Run 1, where the registers sit:
The bar under the picture is 20 µm long.
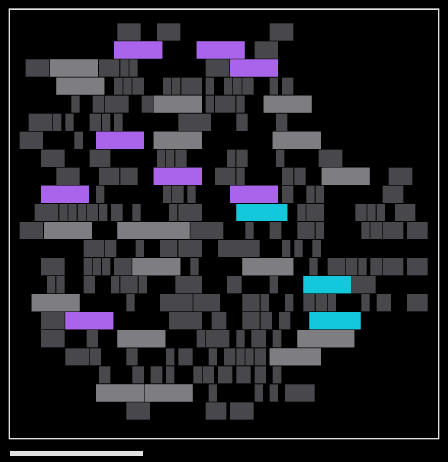
Run 1, routed metal, one color a layer:
Only two layers are drawn.
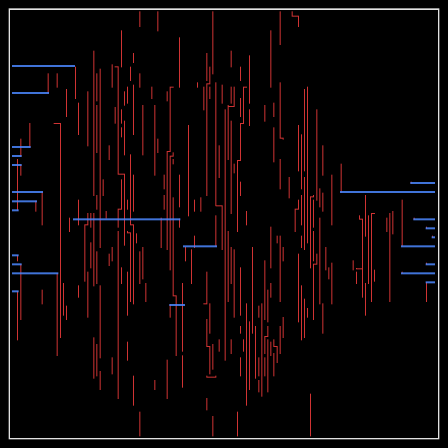
Run 1, wire density map:
The die is cut into 13 by 13 equal tiles; dark purple is low, yellow is high, scaled to the fullest tile. Values are wire area over tile area, all layers added.
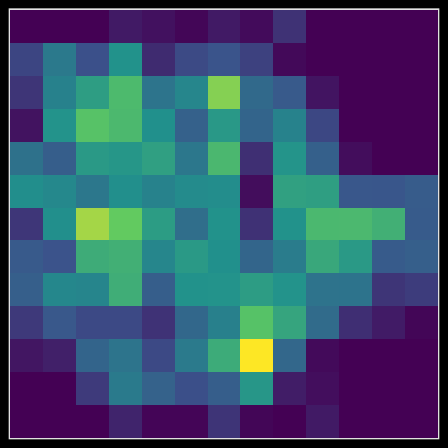
===== config.mk =====
export PLATFORM = sky130hd
export DESIGN_NAME = command_word_sequencer
export DESIGN_NICKNAME = d
export VERILOG_FILES = /design/src/rtl/pic8259_pkg.sv /design/src/rtl/command_word_sequencer_write_edge_detector.sv /design/src/rtl/command_word_sequencer.sv
export SDC_FILE = /design/constraint.sdc
export NUM_CORES = 1
export LEC_CHECK = 0
export ABC_AREA = 1
export CORE_UTILIZATION = 33
export CTS_CLUSTER_DIAMETER = 200
export DETAILED_ROUTE_END_ITERATION = 7
export HOLD_SLACK_MARGIN = 0.12
export PLACE_DENSITY = 0.6
export SYNTH_ARGS = -nofsm -noshare
export SYNTH_HDL_FRONTEND = slang
export SYNTH_SLANG_ARGS = --single-unit

===== constraint.sdc =====
create_clock -name clock -period 2 [get_ports clock]
set_input_delay 0.6 -clock clock [delete_from_list [all_inputs] [get_ports clock]]
set_output_delay 0.6 -clock clock [all_outputs]
set_load 0.01 [all_outputs]

===== src/rtl/pic8259_pkg.sv =====
// Shared types and bit positions for the 8259A command-word front end.
package pic8259_pkg;

    typedef enum logic [2:0] {
        UNINIT,
        WAIT_ICW2,
        WAIT_ICW3,
        WAIT_ICW4,
        READY
    } seq_state_t;

    typedef enum logic [2:0] {
        CMD_NONE,
        CMD_ICW1,
        CMD_ICW2,
        CMD_ICW3,
        CMD_ICW4,
        CMD_OCW1,
        CMD_OCW2,
        CMD_OCW3
    } cmd_t;

    localparam int ICW1_SEL_BIT  = 4;
    localparam int OCW3_SEL_BIT  = 3;
    localparam int ICW1_SNGL_BIT = 1;
    localparam int ICW1_IC4_BIT  = 0;

endpackage


===== src/rtl/command_word_sequencer_write_edge_detector.sv =====
// Write-cycle edge detector: one pulse per write_request pulse, with the A0/data
// to decode. Falling-edge mode decodes the last values captured during the write.
module write_edge_detector #(
    parameter bit LATCH_ON_WRITE_END = 1'b1
) (
    input  logic       i_clock,
    input  logic       i_reset,
    input  logic       i_write_request,
    input  logic       i_address_0,
    input  logic [7:0] i_data,
    output logic       o_edge,
    output logic       o_address_0,
    output logic [7:0] o_data
);

    logic r_wr_prev;
    logic r_armed;

    // r_armed stays low until write_request has been seen low, so a write that
    // straddles reset cannot produce a command.
    always_ff @(posedge i_clock) begin
        if (i_reset) begin
            r_wr_prev <= 1'b0;
            r_armed   <= ~i_write_request;
        end else begin
            r_wr_prev <= i_write_request;
            if (!i_write_request) begin
                r_armed <= 1'b1;
            end
        end
    end

    generate
        if (LATCH_ON_WRITE_END) begin : g_fall
            logic       r_address_0;
            logic [7:0] r_data;

            always_ff @(posedge i_clock) begin
                if (i_reset) begin
                    r_address_0 <= 1'b0;
                    r_data      <= 8'h00;
                end else if (i_write_request) begin
                    r_address_0 <= i_address_0;
                    r_data      <= i_data;
                end
            end

            assign o_edge      = r_armed & r_wr_prev & ~i_write_request;
            assign o_address_0 = r_address_0;
            assign o_data      = r_data;
        end else begin : g_rise
            assign o_edge      = r_armed & ~r_wr_prev & i_write_request;
            assign o_address_0 = i_address_0;
            assign o_data      = i_data;
        end
    endgenerate

endmodule


===== src/rtl/command_word_sequencer.sv =====
// 8259A command-word sequencer: decodes CPU writes into ICW/OCW strobes and tracks init.
// Optional macro CMD_SEQ_PROTOCOL_ERROR_EN adds a sticky protocol_error output.
module command_word_sequencer
    import pic8259_pkg::*;
#(
    parameter bit LATCH_ON_WRITE_END = 1'b1
) (
    input  logic       clock,
    input  logic       reset,
    input  logic       write_request,
    input  logic       address_0,
    input  logic [7:0] internal_data_bus,
    output logic       write_initial_command_word_1,
    output logic       write_initial_command_word_2,
    output logic       write_initial_command_word_3,
    output logic       write_initial_command_word_4,
    output logic       write_operation_control_word_1,
    output logic       write_operation_control_word_2,
    output logic       write_operation_control_word_3,
    output logic       load_default_icw4,
    output logic       initialization_busy,
    output logic       initialized,
    output logic [7:0] command_data
`ifdef CMD_SEQ_PROTOCOL_ERROR_EN
    ,
    output logic       protocol_error
`endif
);

    logic       w_edge;
    logic       w_address_0;
    logic [7:0] w_data;

    write_edge_detector #(
        .LATCH_ON_WRITE_END(LATCH_ON_WRITE_END)
    ) u_write_edge_detector (
        .i_clock         (clock),
        .i_reset         (reset),
        .i_write_request (write_request),
        .i_address_0     (address_0),
        .i_data          (internal_data_bus),
        .o_edge          (w_edge),
        .o_address_0     (w_address_0),
        .o_data          (w_data)
    );

    seq_state_t r_state;
    seq_state_t w_next_state;
    cmd_t       r_cmd;
    cmd_t       w_cmd;
    logic       r_sngl;
    logic       r_ic4;
    logic       r_load_default;
    logic       w_load_default;
    logic [7:0] r_command_data;

    // ICW1 wins in every state, so a restart is possible mid-sequence.
    always_comb begin
        w_cmd = CMD_NONE;
        if (w_edge) begin
            if (!w_address_0 && w_data[ICW1_SEL_BIT]) begin
                w_cmd = CMD_ICW1;
            end else begin
                case (r_state)
                    WAIT_ICW2: if (w_address_0) w_cmd = CMD_ICW2;
                    WAIT_ICW3: if (w_address_0) w_cmd = CMD_ICW3;
                    WAIT_ICW4: if (w_address_0) w_cmd = CMD_ICW4;
                    READY: begin
                        if (w_address_0)                 w_cmd = CMD_OCW1;
                        else if (w_data[OCW3_SEL_BIT])   w_cmd = CMD_OCW3;
                        else                             w_cmd = CMD_OCW2;
                    end
                    default: w_cmd = CMD_NONE;
                endcase
            end
        end
    end

    always_ff @(posedge clock) begin
        if (reset) begin
            r_state <= UNINIT;
        end else begin
            r_state <= w_next_state;
        end
    end

    // State advances from the registered strobe, one cycle after the decode.
    always_comb begin
        w_next_state   = r_state;
        w_load_default = 1'b0;
        case (r_cmd)
            CMD_ICW1: w_next_state = WAIT_ICW2;
            CMD_ICW2: begin
                if (!r_sngl) begin
                    w_next_state = WAIT_ICW3;
                end else if (r_ic4) begin
                    w_next_state = WAIT_ICW4;
                end else begin
                    w_next_state   = READY;
                    w_load_default = 1'b1;
                end
            end
            CMD_ICW3: begin
                if (r_ic4) begin
                    w_next_state = WAIT_ICW4;
                end else begin
                    w_next_state   = READY;
                    w_load_default = 1'b1;
                end
            end
            CMD_ICW4: w_next_state = READY;
            default:  w_next_state = r_state;
        endcase
    end

    always_ff @(posedge clock) begin
        if (reset) begin
            r_cmd          <= CMD_NONE;
            r_command_data <= 8'h00;
            r_sngl         <= 1'b0;
            r_ic4          <= 1'b0;
            r_load_default <= 1'b0;
        end else begin
            r_cmd          <= w_cmd;
            r_load_default <= w_load_default;
            if (w_cmd != CMD_NONE) begin
                r_command_data <= w_data;
            end
            if (r_cmd == CMD_ICW1) begin
                r_sngl <= r_command_data[ICW1_SNGL_BIT];
                r_ic4  <= r_command_data[ICW1_IC4_BIT];
            end
        end
    end

    assign write_initial_command_word_1   = (r_cmd == CMD_ICW1);
    assign write_initial_command_word_2   = (r_cmd == CMD_ICW2);
    assign write_initial_command_word_3   = (r_cmd == CMD_ICW3);
    assign write_initial_command_word_4   = (r_cmd == CMD_ICW4);
    assign write_operation_control_word_1 = (r_cmd == CMD_OCW1);
    assign write_operation_control_word_2 = (r_cmd == CMD_OCW2);
    assign write_operation_control_word_3 = (r_cmd == CMD_OCW3);
    assign load_default_icw4              = r_load_default;
    assign command_data                   = r_command_data;
    assign initialization_busy = (r_state == WAIT_ICW2) || (r_state == WAIT_ICW3) ||
                                 (r_state == WAIT_ICW4);
    assign initialized         = (r_state == READY);

`ifdef CMD_SEQ_PROTOCOL_ERROR_EN
    logic w_ignored;
    logic r_protocol_error;

    assign w_ignored = w_edge && (w_cmd == CMD_NONE);

    always_ff @(posedge clock) begin
        if (reset) begin
            r_protocol_error <= 1'b0;
        end else if (w_ignored) begin
            r_protocol_error <= 1'b1;
        end else if (r_cmd == CMD_ICW1) begin
            r_protocol_error <= 1'b0;
        end
    end

    assign protocol_error = r_protocol_error;
`endif

endmodule

==> job_summary.md, run 1 <==
### Yosys + OpenROAD results

| Metric | Value |
|---|---|
| Outcome | `finished, final reports clean` |
| Critical Path RT | `1.40 ns` |
| Tool warning count | `26` |
| Final Hold Viols | `0` |
| TritonCTS clock tree | `yes` |
| CP max FO | `4` |
| Combinational power | `0.0000907 W` |
| First-pass GRT wire length | `4.77 mm` |
| Minimum hold slack | `0.482 ns` |
| TNS Setup | `0 ns` |
| Clk pin slew, worst setup/hold paths | `0.09 ns` |
| Most frequent cell after synthesis | `nor2_1` |
| Post-DP HPWL | `1.96 mm` |
| Most frequent cells in the layout | `nor2_1 (30), inv_1 (24), dfxtp_1 (22)` |
| Hold Crit Endpoint | `r_sngl$_SDFFE_PP0P_` |
| Dominant delay contributor by cell family on the critical path | `buffers and inverters` |
| Worst skew pair latency | `0.27 ns` |
| Syn_area_per_cell | `7.63 µm²` |
| Fin crit period | `1.82 ns` |
| Root buffer cell | `clkbuf_8` |
| Pin count of the biggest net entering global routing | `18` |
| Top power group | `registers` |
| Fmax | `551 MHz` |
| Inverters | `26` |
| RR Startpoint | `r_state[0]$_SDFFE_PP0P_` |
| Comb gates | `109` |
| N_diodes | `0` |
| N_taps | `48` |
| Top area cell types | `dfxtp_1 (42%), nor2_1 (8.7%), inv_1 (7.0%), nand2_1 (5.2%), a21oi_2 (4.8%)` |
| Largest combinational cell category by area | `simple AND/OR/NAND/NOR gates` |
| NonClk Buf Share | `19.3%` |
| CP peak stage delay | `0.37 ns` |
| DRT Pass-1 Iters | `4` |
| Area leader share | `41.9%` |
| Arr. time, crit path | `1.22 ns` |
| Crit path max-delay cell type | `dfxtp_1` |
| Internal power | `0.000800 W` |
| Register share after synthesis | `44.2%` |
| Clock-cell share of area | `3.24%` |
| Die Wd | `64.5 µm` |
| Largest cell class by area | `sequential cells` |
| Post-route ant nets | `0` |
| Yosys top cell by area | `dfxtp_1` |
| Gr ovfl total | `0` |
| MI comb area | `579 µm²` |
| I/O Pins | `30` |
| Reg power frac | `57.5%` |
| Final Cycle Share | `90.8%` |
| Yosys stat area | `1290 µm²` |
| Hold Path Origin | `command_data[1]$_SDFFE_PP0P_` |
| Synth flops | `28` |
| Post-Synth AOI/OAI Area | `15.4%` |
| Filler cell count | `394` |
| DP Worst Slack | `0.0623 ns` |
| CTS resizes | `14` |
| Drc violations | `0` |
| Final nets | `215` |
| Row count | `22` |
| Max-cap viol count | `0` |
| Slew @ Worst Pin | `0.258 ns` |
| Fin. max-slew vios | `0` |
| Final worst slack | `0.185 ns` |
| Sequential power | `0.000591 W` |
| Mapped Cells | `169` |
| Hold Path Depth | `2` |
| Simple share | `29.3%` |
| Hold Buf Count CTS | `0` |
| Placed Area | `1640 µm²` |
| Design area | `1700 µm²` |
| Postcts setup bufs | `0` |
| Final Instance Count excl. Fillers | `250` |
| Vias in the first global route | `1147` |
| Htree depth | `1` |
| Pwr dens | `605 nW/µm²` |
| Mux share | `0%` |
| Clk. pwr | `0.000346 W` |
| Adder share | `0%` |
| Number of flops mapped to enable cells by yosys | `1` |
| CP Launch Point | `r_cmd[2]$_SDFF_PP0_` |
| Total Power | `0.00103 W` |
| Core box area | `3720 µm²` |
| Leakage | `0.817 nW` |
| Slew margin rel. | `82.8%` |
| Combinational power share | `8.8%` |
| Unrepaired setup endpoints after global routing | `no` |
| Iter 0 DRT Violations | `23` |
| XOR-XNOR Cells, Area Fraction | `0%` |
| R2R setup slack | `0.73 ns` |
| Ys Warns | `0` |
| CP Class | `flop to primary output` |
| Final setup fails | `0` |
| CP Launch Type | `flop` |
| Seq cells | `28` |
| Sequential share of cell area | `34.1%` |
| Post-synth top cells | `nor2_1 (30), dfxtp_1 (27), inv_1 (24)` |
| GP Congestion | `0.750` |
| WP buf/inv | `2` |
| RR Endpoint | `command_data[5]$_SDFFE_PP0P_` |
| Final WL | `2.67 mm` |
| Endpoint class of the critical path | `primary output` |
| Non-CTS buffers | `35` |
| Vias per cell | `4.50` |
| Main flop type | `dfxtp_1` |
| Worst Reg2Reg Path Length in Cells | `6` |
| Die H | `64.5 µm` |
| Synth cell types | `27` |
| Util after Layout | `45.7%` |
| VDD IR-drop max | `0.325 mV` |
| Async SR Flop Fraction | `0%` |
| Initial antenna violation count | `0` |
| Hold WC Path Type | `flop to flop` |
| Yosys cell count | `169` |
| Layout cells sized above 1 | `18.8%` |
| Cell area after technology mapping | `1290 µm²` |
| Comb area share | `34.1%` |
| Max clock buf depth | `2` |
| TritonCTS buffer count | `3` |
| Clock sink count | `28` |
| Die Area | `4160 µm²` |
| Clk_buf instances | `4` |
| Sw Ratio | `22.1%` |
| Critical Path, Cell by Cell | `inv_1 -> nor3_1 -> dlygate4sd2_1` |
| FF/Latch Area | `579 µm²` |
| Init Core Util | `34.7%` |
| Top cell excl fill/tap | `nor2_1` |
| IO Port Bufs | `29` |
| Clock share of power | `33.7%` |
| Placed instance count | `246` |
| P_sw | `0.000227 W` |
| Post-Route Skew | `0.00266 ns` |
| Layout Area Growth over Synthesis | `31.7%` |
| Nets at Floorplan | `181` |
About 'where the registers sit':
[command_data] purple | placed flops: 8
[r_cmd] cyan | placed flops: 3
not colored: 17

About 'routed metal, one color a layer':
[M2] red | wire length: 1320 µm
[M3] blue | wire length: 93.6 µm
Avg WL per Cell: 10.7 µm
Vias: 1125
All-Layer GR Usage: 14.7%

About 'wire density map':
mean over tiles: 0.10
nearly empty tiles: 23%
tiles over half the peak: 23%

==> run 1: worst max path at each step <==
stage	to	slack [ns]	cells after the start
2_1_floorplan	command_data[4]$_SDFFE_PP0P_	0.59	7
3_3_place_gp	command_data[4]$_SDFFE_PP0P_	0.07	7
3_5_place_dp	command_data[4]$_SDFFE_PP0P_	0.06	7
4_1_cts	initialization_busy	0.002	4
5_1_grt	write_operation_control_word_2	0.1	3
6_report	write_operation_control_word_3	0.18	3
==> run 1: per-layer routing <==
metal / share of wire (%) / global-route usage [%] / up-vias / wire length, µm
met2: 50 / 26.4 / 23 / 1320
li1: - / - / 601 / -
met5: 0 / 0 / - / 0
met4: 1.2 / 6.67 / 0 / 31
met1: 46 / 16.8 / 497 / 1220
met3: 3.5 / 2.46 / 4 / 93
Run 1, cell area per tile:
The bar under the picture is 20 µm long. The die is cut into 6 by 6 equal tiles; dark purple is low, yellow is high, 0 to 100% covered.
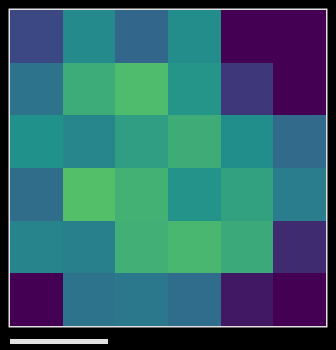

==> inputs of run 2 (changes only) <==
--- a/config.mk
+++ b/config.mk
@@ -7,10 +7,10 @@
 export LEC_CHECK = 0
 export ABC_AREA = 1
 export CORE_UTILIZATION = 33
-export CTS_CLUSTER_DIAMETER = 200
 export DETAILED_ROUTE_END_ITERATION = 7
 export HOLD_SLACK_MARGIN = 0.12
-export PLACE_DENSITY = 0.6
+export PLACE_DENSITY_LB_ADDON = 0.1
 export SYNTH_ARGS = -nofsm -noshare
 export SYNTH_HDL_FRONTEND = slang
 export SYNTH_SLANG_ARGS = --single-unit
+export TNS_END_PERCENT = 5
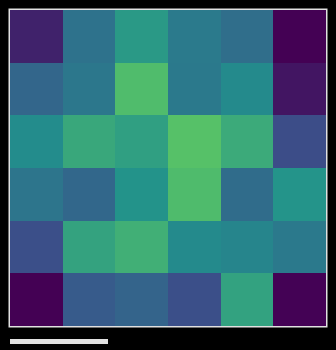
Run 2: cell area per tile
The bar under the picture is 20 µm long. The die is cut into 6 by 6 equal tiles; dark purple is low, yellow is high, 0 to 100% covered.
fullest tile: 72%
mean over tiles: 40%
nearly empty tiles: 8.3%
emptiest ninth of the die: north-east
densest ninth of the die: center
core box area: 3720 µm²
Util after Layout: 46.2%
Init Core Util: 34.7%

==> job_summary.md, run 2 <==
### Yosys + OpenROAD results

| Metric | Value |
|---|---|
| Hold Crit Endpoint | `r_ic4$_SDFFE_PP0P_` |
| Vias | `1129` |
| Combinational power | `0.0000905 W` |
| CP Class | `flop to primary output` |
| Hold WC Path Type | `flop to flop` |
| Post-synth top cells | `nor2_1 (30), dfxtp_1 (27), inv_1 (24)` |
| Clk pin slew, worst setup/hold paths | `0.10 ns` |
| Outcome | `finished, final reports clean` |
| RR Endpoint | `command_data[4]$_SDFFE_PP0P_` |
| Post-DP HPWL | `2.07 mm` |
| Final WL | `2.72 mm` |
| Most frequent cells in the layout | `nor2_1 (30), inv_1 (23), dfxtp_1 (23)` |
| Minimum hold slack | `0.499 ns` |
| Fin. max-slew vios | `0` |
| Root buffer cell | `clkbuf_8` |
| Fin crit period | `1.83 ns` |
| Comb gates | `109` |
| Row count | `22` |
| Critical Path, Cell by Cell | `inv_1 -> nor3_1 -> dlygate4sd2_1` |
| Ys Warns | `0` |
| TNS Setup | `0 ns` |
| CP endpoint | `write_operation_control_word_3` |
| Yosys stat area | `1290 µm²` |
| Clk. pwr | `0.000451 W` |
| Sw Ratio | `21.4%` |
| Critical Path RT | `1.40 ns` |
| Tool warning count | `27` |
| Syn_area_per_cell | `7.63 µm²` |
| P_sw | `0.000242 W` |
| N_diodes | `0` |
| Die Area | `4160 µm²` |
| Crit path max-delay cell type | `dfxtp_1` |
| Final worst slack | `0.173 ns` |
| IO Port Bufs | `29` |
| Total Power | `0.00113 W` |
| Avg WL per Cell | `10.9 µm` |
| CP Launch Point | `r_cmd[1]$_SDFF_PP0_` |
| Worst Reg2Reg Path Length in Cells | `6` |
| Max-cap viol count | `0` |
| Filler cell count | `393` |
| R2R setup slack | `0.72 ns` |
| TritonCTS clock tree | `yes` |
| Postcts setup bufs | `0` |
| Unrepaired setup endpoints after global routing | `no` |
| Reg power frac | `52.2%` |
| Slew @ Worst Pin | `0.417 ns` |
| Die H | `64.5 µm` |
| Vias per cell | `4.52` |
| Top area cell types | `dfxtp_1 (42%), nor2_1 (8.7%), inv_1 (7.0%), nand2_1 (5.2%), a21oi_2 (4.8%)` |
| Area leader share | `41.9%` |
| WP buf/inv | `2` |
| Iter 0 DRT Violations | `30` |
| Placed Area | `1640 µm²` |
| Hold Path Origin | `command_data[0]$_SDFFE_PP0P_` |
| Layout Area Growth over Synthesis | `33.2%` |
| Final nets | `215` |
| Critical Path Stages | `3` |
| Dominant delay contributor by cell family on the critical path | `flip-flops` |
| VDD IR-drop max | `0.237 mV` |
| Clock share of power | `39.8%` |
| NonClk Buf Share | `19.3%` |
| Yosys top cell by area | `dfxtp_1` |
| Largest cell class by area | `combinational gates` |
| Post-Route Skew | `0.00251 ns` |
| FF/Latch Area | `578 µm²` |
| Final Instance Count excl. Fillers | `250` |
| GP Congestion | `0.724` |
| Sequential power | `0.000592 W` |
| Most frequent cell after synthesis | `nor2_1` |
| Combinational power share | `8.0%` |
| Seq cells | `28` |
| Number of flops mapped to enable cells by yosys | `1` |
| Max clock buf depth | `2` |
| Non-CTS buffers | `35` |
| Top power group | `registers` |
| MI comb area | `579 µm²` |
| Drc violations | `0` |
| Pwr dens | `660 nW/µm²` |
| Post-route ant nets | `0` |
| Final Hold Viols | `0` |
| Leakage | `0.838 nW` |
| Design area | `1720 µm²` |
| Internal power | `0.000892 W` |
| Vias in the first global route | `1085` |
| Yosys cell count | `169` |
| Arr. time, crit path | `1.23 ns` |
| Mapped Cells | `169` |
| I/O Pins | `30` |
| Fmax | `547 MHz` |
| Gr ovfl total | `0` |
| First-pass GRT wire length | `4.78 mm` |
| Clock-cell share of area | `4.15%` |
| Cell area after technology mapping | `1290 µm²` |
| DP Worst Slack | `0.0442 ns` |
| Synth flops | `28` |
| Nets at Floorplan | `181` |
| Final setup fails | `0` |
| Layout cells sized above 1 | `18.8%` |
| DRT Pass-1 Iters | `4` |
| CP peak stage delay | `0.40 ns` |
| Comb area share | `33.7%` |
| N_taps | `48` |
| Placed instance count | `246` |
| Slew margin rel. | `72.2%` |
| Final Cycle Share | `91.3%` |
| Async SR Flop Fraction | `0%` |
| Sequential share of cell area | `33.6%` |
| Initial antenna violation count | `0` |
| CP max FO | `4` |
| Top cell excl fill/tap | `nor2_1` |
| Hold Path Depth | `2` |
| Main flop type | `dfxtp_1` |
| Register share after synthesis | `44.2%` |
| Die Wd | `64.5 µm` |
| Htree depth | `1` |
| All-Layer GR Usage | `14.9%` |
| Endpoint class of the critical path | `primary output` |
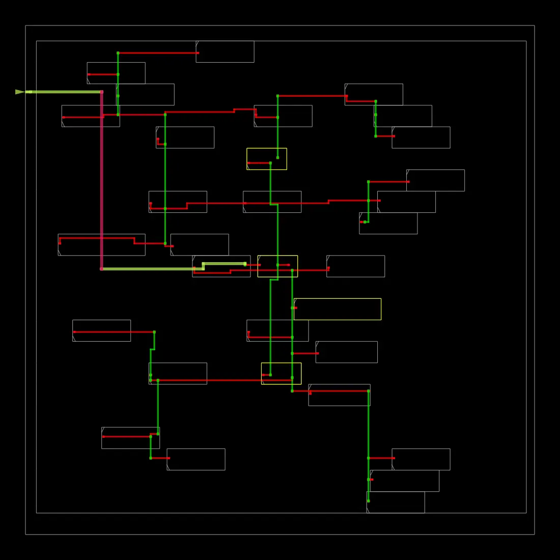
Run 2: clock wiring as the flow saved it
TritonCTS buffer count: 3
clk_buf instances: 3
clock sink count: 28
worst skew pair latency: 0.27 ns

==> run 2: timing repair <==
action,CTS,global route
resized,12,4
hold buffers,0,0
endpoints found under the setup margin,9,2
gates cloned,0,0
==> run 2: logic make-up after synthesis <==
group / after synthesis / synth area share [%]
and+or+nand+nor: 76 / 29.3
AOI/OAI and AO/OA: 33 / 15.4
buffers and inverters: 32 / 11.1
DFF: 28 / 44.2
==> run 2: layer usage <==
metal,vias to the layer above,global-route usage [%],part of all wire [%]
met2,20,25.5,45
li1,605,-,-
met5,-,0,0
met3,2,2.29,3.5
met1,502,18.3,50
met4,0,6.67,0.81
==> inputs of run 3 (changes only) <==
--- a/config.mk
+++ b/config.mk
@@ -7,6 +7,7 @@
 export LEC_CHECK = 0
 export ABC_AREA = 1
 export CORE_UTILIZATION = 33
+export CTS_CLUSTER_SIZE = 10
 export DETAILED_ROUTE_END_ITERATION = 7
 export HOLD_SLACK_MARGIN = 0.12
 export PLACE_DENSITY_LB_ADDON = 0.1
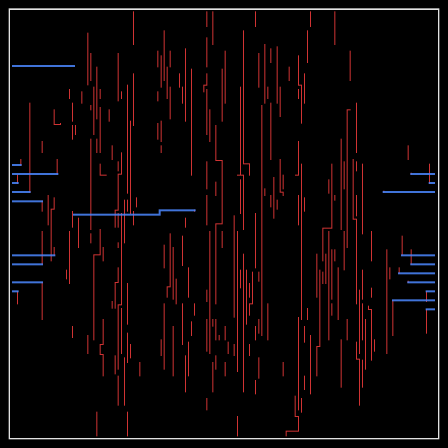
Run 3: routed metal, one color a layer
Only two layers are drawn.
[M3] blue | wire length: 96.8 µm
[M2] red | wire length: 1230 µm
Vias: 1129
Avg WL per Cell: 10.9 µm
final WL: 2.72 mm
All-Layer GR Usage: 14.9%

==> job_summary.md, run 3 <==
### Yosys + OpenROAD results

| Metric | Value |
|---|---|
| Most frequent cell after synthesis | `nor2_1` |
| WL met2 | `1.23 mm` |
| I/O Pins | `30` |
| Post-Route Skew | `0.00251 ns` |
| Fin. max-slew vios | `0` |
| Yosys top cell by area | `dfxtp_1` |
| Slew @ Worst Pin | `0.417 ns` |
| R2R setup slack | `0.72 ns` |
| Die Area | `4160 µm²` |
| Die H | `64.5 µm` |
| Layout Area Growth over Synthesis | `33.2%` |
| Combinational power share | `8.0%` |
| Yosys stat area | `1290 µm²` |
| Htree depth | `1` |
| Arr. time, crit path | `1.23 ns` |
| CP peak stage delay | `0.40 ns` |
| IO Port Bufs | `29` |
| Endpoint class of the critical path | `primary output` |
| Top area cell types | `dfxtp_1 (42%), nor2_1 (8.7%), inv_1 (7.0%), nand2_1 (5.2%), a21oi_2 (4.8%)` |
| Minimum hold slack | `0.499 ns` |
| Seq cells | `28` |
| DRT Pass-1 Iters | `4` |
| Register share after synthesis | `44.2%` |
| Met2 global-route usage | `25.5%` |
| Root buffer cell | `clkbuf_8` |
| Main flop type | `dfxtp_1` |
| Top cell excl fill/tap | `nor2_1` |
| TritonCTS buffer count | `3` |
| Clock-cell share of area | `4.15%` |
| Mapped Cells | `169` |
| Core box area | `3720 µm²` |
| Post-DP HPWL | `2.07 mm` |
| Init Core Util | `34.7%` |
| Ys Warns | `0` |
| Max clock buf depth | `2` |
| Outcome | `finished, final reports clean` |
| Top Metal Used | `met4` |
| Hold Buf Count CTS | `0` |
| Hold Crit Endpoint | `r_ic4$_SDFFE_PP0P_` |
| Drc violations | `0` |
| Leakage | `0.838 nW` |
| Final Hold Viols | `0` |
| FF/Latch Area | `578 µm²` |
| Max-cap viol count | `0` |
| Number of flops mapped to enable cells by yosys | `1` |
| Reg power frac | `52.2%` |
| Util after Layout | `46.2%` |
| Clk_buf instances | `3` |
| Largest cell class by area | `combinational gates` |
| VDD IR-drop max | `0.237 mV` |
| Syn_area_per_cell | `7.63 µm²` |
| Pwr dens | `660 nW/µm²` |
| Vias per cell | `4.52` |
| Clk pin slew, worst setup/hold paths | `0.10 ns` |
| Met3 Usage GRT | `2.29%` |
| GP Congestion | `0.724` |
| Met1 Use GR | `18.3%` |
| Post-route ant nets | `0` |
| Final worst slack | `0.173 ns` |
| Synth flops | `28` |
| TritonCTS clock tree | `yes` |
| Critical Path Stages | `3` |
| CP endpoint | `write_operation_control_word_3` |
| Unrepaired setup endpoints after global routing | `no` |
| TNS Setup | `0 ns` |
| Non-CTS buffers | `35` |
| Internal power | `0.000892 W` |
| RR Endpoint | `command_data[4]$_SDFFE_PP0P_` |
| Hold Path Depth | `2` |
| Area leader share | `41.9%` |
| Placed instance count | `246` |
| Clk. pwr | `0.000451 W` |
| Fin crit period | `1.83 ns` |
| Combinational power | `0.0000905 W` |
| Inverters | `26` |
| Worst Reg2Reg Path Length in Cells | `6` |
| Metal3 WL | `96 µm` |
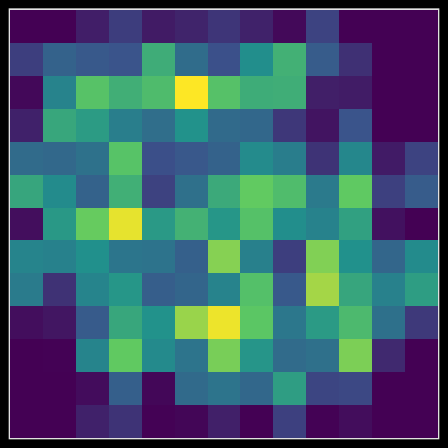
Run 3: wire density map
The die is cut into 13 by 13 equal tiles; dark purple is low, yellow is high, scaled to the fullest tile. Values are wire area over tile area, all layers added.
nearly empty tiles: 17%
tiles over half the peak: 27%
emptiest ninth of the die: north-east
fullest tile: 0.30
mean over tiles: 0.10

==> run 3: kinds of logic (layout without fill, tap and decap cells) <==
logic type	after synthesis	in the layout	share of synthesized area [%]
and+or+nand+nor	76	76	29.3
DFF	28	28	44.2
AOI/OAI and AO/OA	33	33	15.4
buffers and inverters	32	65	11.1
==> run 3: what timing repair did <==
item / in CTS / in global routing
gates resized: 12 / 4
endpoints found under the hold margin: 0 / 0
setup endpoints to repair: 9 / 2
==> run 3: worst reg2reg max path, stage by stage, from the launching register on <==
cell,delay (ns)
dfxtp_2,0.36
nor2_2,0.14
nand2_2,0.09
nand2_2,0.11
nand3_4,0.21
a21oi_1,0.22
nor2_1,0.06
Power and IR drop assume default switching activity.
